[config.mk]
export PLATFORM = sky130hd
export DESIGN_NAME = coin_scan_controller
export DESIGN_NICKNAME = d
export VERILOG_FILES = /design/src/rtl/coin_scan_controller.sv
export SDC_FILE = /design/constraint.sdc
export NUM_CORES = 1
export LEC_CHECK = 0
export CAP_MARGIN = 30
export CORE_MARGIN = 3
export CORE_UTILIZATION = 30
export CTS_BUF_LIST = sky130_fd_sc_hd__clkbuf_2 sky130_fd_sc_hd__clkbuf_4 sky130_fd_sc_hd__clkbuf_8
export CTS_CLUSTER_DIAMETER = 50
export DETAILED_ROUTE_END_ITERATION = 12
export GPL_TIMING_DRIVEN = 0
export PLACE_DENSITY = 0.42
export SLEW_MARGIN = 20
export SYNTH_ARGS = -nofsm -noshare
export SYNTH_HDL_FRONTEND = slang
export SYNTH_SLANG_ARGS = --single-unit
[constraint.sdc]
create_clock -name clk -period 5.2 [get_ports clk]
set_input_delay 0.52 -clock clk [delete_from_list [all_inputs] [get_ports clk]]
set_output_delay 0.52 -clock clk [all_outputs]
set_load 0.005 [all_outputs]
[src/rtl/coin_scan_controller.sv]
`default_nettype none
// ============================================================================
// coin_scan_controller - time-multiplexed Mario/coin overlap scan, one coin
// per clock per frame; tracks collected coins, saturating score, sound requests
// Revision 1.0
// ============================================================================
module coin_scan_controller #(
  parameter int NUM_COINS       = 8,
  parameter int CHARACTER_WIDTH = 42,
  parameter int BLOCK_WIDTH     = 40,
  parameter int INSET           = 10,
  parameter int SCORE_WIDTH     = 16,
  parameter int COIN_VALUE      = 1,
  localparam int IW = (NUM_COINS > 1) ? $clog2(NUM_COINS) : 1
) (
  input  logic                   clk,
  input  logic                   reset,
  input  logic                   frame_start,
  input  logic                   level_clear,
  input  logic [15:0]            mario_x,
  input  logic [15:0]            mario_y,
  input  logic                   coin_wr_en,
  input  logic [IW-1:0]          coin_wr_idx,
  input  logic [7:0]             coin_wr_tx,
  input  logic [7:0]             coin_wr_ty,
  output logic [NUM_COINS-1:0]   collected,
  output logic [SCORE_WIDTH-1:0] score,
  output logic                   coin_event,
  output logic [IW-1:0]          event_idx,
  output logic                   scan_done,
  output logic                   busy,
  output logic                   sfx_req,
  input  logic                   sfx_ack
);

  localparam int PW = $clog2(NUM_COINS + 1);
  localparam logic [PW-1:0] PMAX = PW'(NUM_COINS);
  localparam logic [SCORE_WIDTH:0] SMAX = {1'b0, {SCORE_WIDTH{1'b1}}};
  localparam logic [IW-1:0] LAST_IDX = IW'(NUM_COINS - 1);
  localparam logic [16:0] C_LO = 17'(INSET);
  localparam logic [16:0] C_HI = 17'(CHARACTER_WIDTH - INSET);
  localparam logic [16:0] C_BW = 17'(BLOCK_WIDTH);

  typedef enum logic [1:0] {
    S_IDLE  = 2'd0,
    S_LATCH = 2'd1,
    S_SCAN  = 2'd2,
    S_DONE  = 2'd3
  } state_t;

  state_t r_state, w_next;

  logic [7:0]             r_tx [NUM_COINS];
  logic [7:0]             r_ty [NUM_COINS];
  logic [NUM_COINS-1:0]   r_valid, r_collected;
  logic [SCORE_WIDTH-1:0] r_score;
  logic                   r_coin_event, r_sfx_req;
  logic [IW-1:0]          r_event_idx, r_idx;
  logic [PW-1:0]          r_pend;
  logic [16:0]            r_l, r_r, r_t, r_b;

  logic                   w_last, w_hit, w_wr_ok, w_ack, w_tx_hit, w_ty_hit;
  logic [16:0]            w_cur_tx, w_cur_ty;
  logic [SCORE_WIDTH:0]   w_sum;
  logic [SCORE_WIDTH-1:0] w_score_next;
  logic [PW-1:0]          w_pend_next;

  // Width-extended compare keeps the out-of-range check meaningful for any NUM_COINS
  assign w_wr_ok  = coin_wr_en && (r_state == S_IDLE) &&
                    ({1'b0, coin_wr_idx} < (IW+1)'(NUM_COINS));
  assign w_last   = (r_idx == LAST_IDX);
  assign w_cur_tx = {9'd0, r_tx[r_idx]};
  assign w_cur_ty = {9'd0, r_ty[r_idx]};
  assign w_tx_hit = (w_cur_tx == r_l) || (w_cur_tx == r_r);
  assign w_ty_hit = (w_cur_ty == r_t) || (w_cur_ty == r_b);
  assign w_hit    = (r_state == S_SCAN) && r_valid[r_idx] && !r_collected[r_idx] &&
                    w_tx_hit && w_ty_hit;
  assign w_ack    = r_sfx_req && sfx_ack;

  assign w_sum        = {1'b0, r_score} + (SCORE_WIDTH+1)'(COIN_VALUE);
  assign w_score_next = (w_sum > SMAX) ? SMAX[SCORE_WIDTH-1:0] : w_sum[SCORE_WIDTH-1:0];

  always_comb begin
    w_pend_next = r_pend;
    if (w_hit && !w_ack) begin
      if (r_pend != PMAX) w_pend_next = r_pend + PW'(1);
    end else if (!w_hit && w_ack) begin
      w_pend_next = r_pend - PW'(1);
    end
  end

  always_ff @(posedge clk or negedge reset) begin
    if (!reset) r_state <= S_IDLE;
    else        r_state <= w_next;
  end

  always_comb begin
    w_next = r_state;
    case (r_state)
      S_IDLE:  if (frame_start) w_next = S_LATCH;
      S_LATCH: w_next = S_SCAN;
      S_SCAN:  if (w_last) w_next = S_DONE;
      S_DONE:  w_next = S_IDLE;
      default: w_next = S_IDLE;
    endcase
    if (level_clear) w_next = S_IDLE;
  end

  // Tile table carries no reset; r_valid gates every use of it
  always_ff @(posedge clk) begin
    if (w_wr_ok) begin
      r_tx[coin_wr_idx] <= coin_wr_tx;
      r_ty[coin_wr_idx] <= coin_wr_ty;
    end
  end

  always_ff @(posedge clk or negedge reset) begin
    if (!reset) begin
      r_valid      <= '0;
      r_collected  <= '0;
      r_score      <= '0;
      r_coin_event <= 1'b0;
      r_event_idx  <= '0;
      r_pend       <= '0;
      r_sfx_req    <= 1'b0;
      r_idx        <= '0;
      r_l          <= '0;
      r_r          <= '0;
      r_t          <= '0;
      r_b          <= '0;
    end else begin
      r_coin_event <= 1'b0;
      if (w_wr_ok) r_valid[coin_wr_idx] <= 1'b1;
      if (level_clear) begin
        r_collected <= '0;
        r_score     <= '0;
        r_pend      <= '0;
        r_sfx_req   <= 1'b0;
      end else begin
        if (w_wr_ok) r_collected[coin_wr_idx] <= 1'b0;
        if (w_hit) begin
          r_collected[r_idx] <= 1'b1;
          r_score            <= w_score_next;
          r_coin_event       <= 1'b1;
          r_event_idx        <= r_idx;
        end
        r_pend    <= w_pend_next;
        r_sfx_req <= (w_pend_next != '0);
      end
      if (r_state == S_LATCH) begin
        r_l   <= ({1'b0, mario_x} + C_LO) / C_BW;
        r_r   <= ({1'b0, mario_x} + C_HI) / C_BW;
        r_t   <= ({1'b0, mario_y} + C_LO) / C_BW;
        r_b   <= ({1'b0, mario_y} + C_HI) / C_BW;
        r_idx <= '0;
      end else if (r_state == S_SCAN && !w_last) begin
        r_idx <= r_idx + IW'(1);
      end
    end
  end

  assign collected  = r_collected;
  assign score      = r_score;
  assign coin_event = r_coin_event;
  assign event_idx  = r_event_idx;
  assign scan_done  = (r_state == S_DONE);
  assign busy       = (r_state != S_IDLE);
  assign sfx_req    = r_sfx_req;

endmodule
`default_nettype wire

Clock wires, drivers and flops:
Scale: 1.5 px per um.
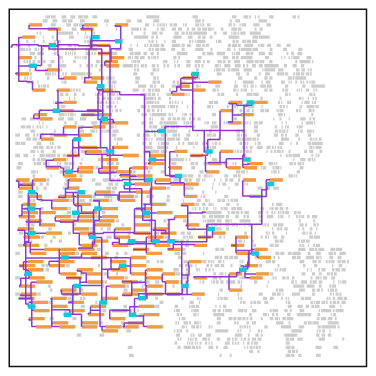
[orange] flip-flops | count: 222
[cyan] clock drivers | count: 44
[purple] clock wires | length: 3600 um
routed clock nets	45

Sequential cells grouped by signal name:
Scale: 1 px per um. Other sequential cells in the stronger grey, the rest of the logic in the fainter grey.
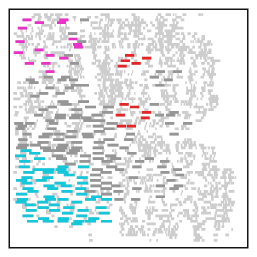
colour	name in the netlist	flops
red	`r_b`	12
magenta	`score`	16
cyan	`r_tx`	64

Metal layers overlaid:
Scale: 1 px per um.
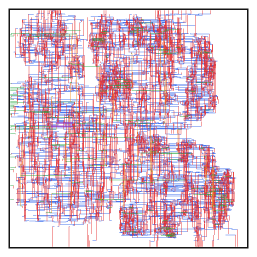
colour	layer	wire length
red	metal 2	26.9 mm
orange	metal 4	1210 um
purple	metal 5	35.9 um
blue	metal 1	26.0 mm
green	metal 3	2100 um

Signal wires on met3:
Scale: 1 px per um.
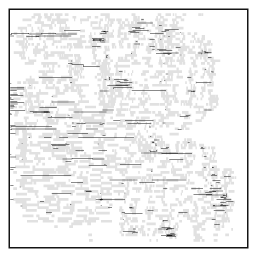
share of all routed wire	3.7%
main direction	horizontal
wire length on this layer	2100 um

Track usage over the die:
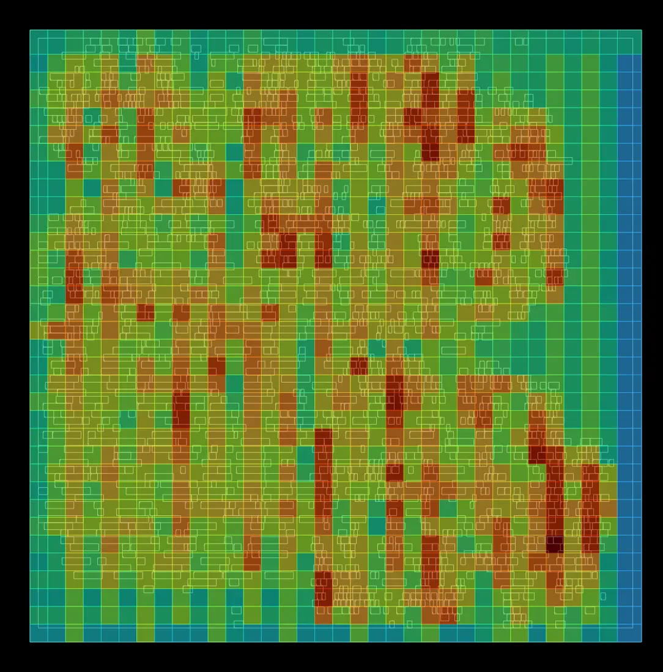
end-of-flow core utilization: 0.3804
met3 demand-to-capacity share in global routing: 0.02341
M2 GR Usage: 0.3160
gr busiest metal: met2

-- how the worst min path moves through the flow --
stage,startpoint,end,slack (ns),cells past startpoint
3_3_place_gp,r_valid[6],r_valid[6],0.45,1
2_1_floorplan,reset,coin_event,0.22,0
3_5_place_dp,reset,score[5],0.41,1
4_1_cts,reset,score[4],0.35,2
5_1_grt,reset,score[4],0.38,2
6_report,reset,score[4],0.38,2
-- flip-flops by register name (all words and copies together), names as in the netlist, 8 cells and up --
register,flops
score,16
r_ty,64
collected,8
r_r,12
r_tx,64
r_valid,8
r_b,12
r_l,12
r_t,12
-- power breakdown --
group	leakage [nW]	internal, mW	switching (mW)	total (mW)
Combinational	4.21	1.18	1.80	2.98
Clock	0.504	1.13	0.805	1.94
Sequential	2.31	2.14	0.162	2.30
Total	7.03	4.45	2.77	7.22
==> results.py <==
# Metrics from the implementation run
metrics = {
    "status": {
        "run_status": "finished, final reports clean",
    },
    "final_layout": {
        "post-route-cell-area_mm2": 0.02003,
        "layout.buffer.nonclock.area_share": 0.09676,
        "num-multi-input-gates": 1367,
        "area.share.sequential": 0.3093,
        "nets": 1996,
    },
    "logic_synthesis": {
        "main_synth_ff_type": "edfxtp_1",
        "synth.area.top_cells": "edfxtp_1 (24%), dfrtp_1 (15%), xnor2_1 (4.1%)",
        "synth.cells.most_frequent": "nor2_1 (153), nand2_1 (137), edfxtp_1 (128)",
        "synth_async_sr_flop_share": 0.4234,
        "synthesis.instances": 1744,
        "simple_gate_fraction_of_synth_area": 0.2184,
        "synth_dominant_cell_count": "nor2_1",
    },
    "final_timing": {
        "slew-limit-headroom": 0.3629,
        "finalWorstSetupSlack_ns": 0.1323,
    },
    "detailed_routing": {
        "dr.max_layer_used": "met5",
        "detail_route.first_pass.iterations": 6,
        "detailroute.via_count": 15200,
    },
    "cts": {
        "cts_max_path_buffers": 3,
        "cts_inserted_buffers": 44,
    },
    "die": {
        "placement_rows": 84,
        "die-height_um": 237.1,
    },
    "grt": {
        "globalRouteTotalUtil": 0.1915,
    },
    "place": {
        "dp.final_hpwl_mm": 39.46,
        "dp_cells": 2520,
    },
    "critical_path": {
        "worstPathArrival_ns": 5.45,
    },
}
Power and IR drop assume default switching activity.
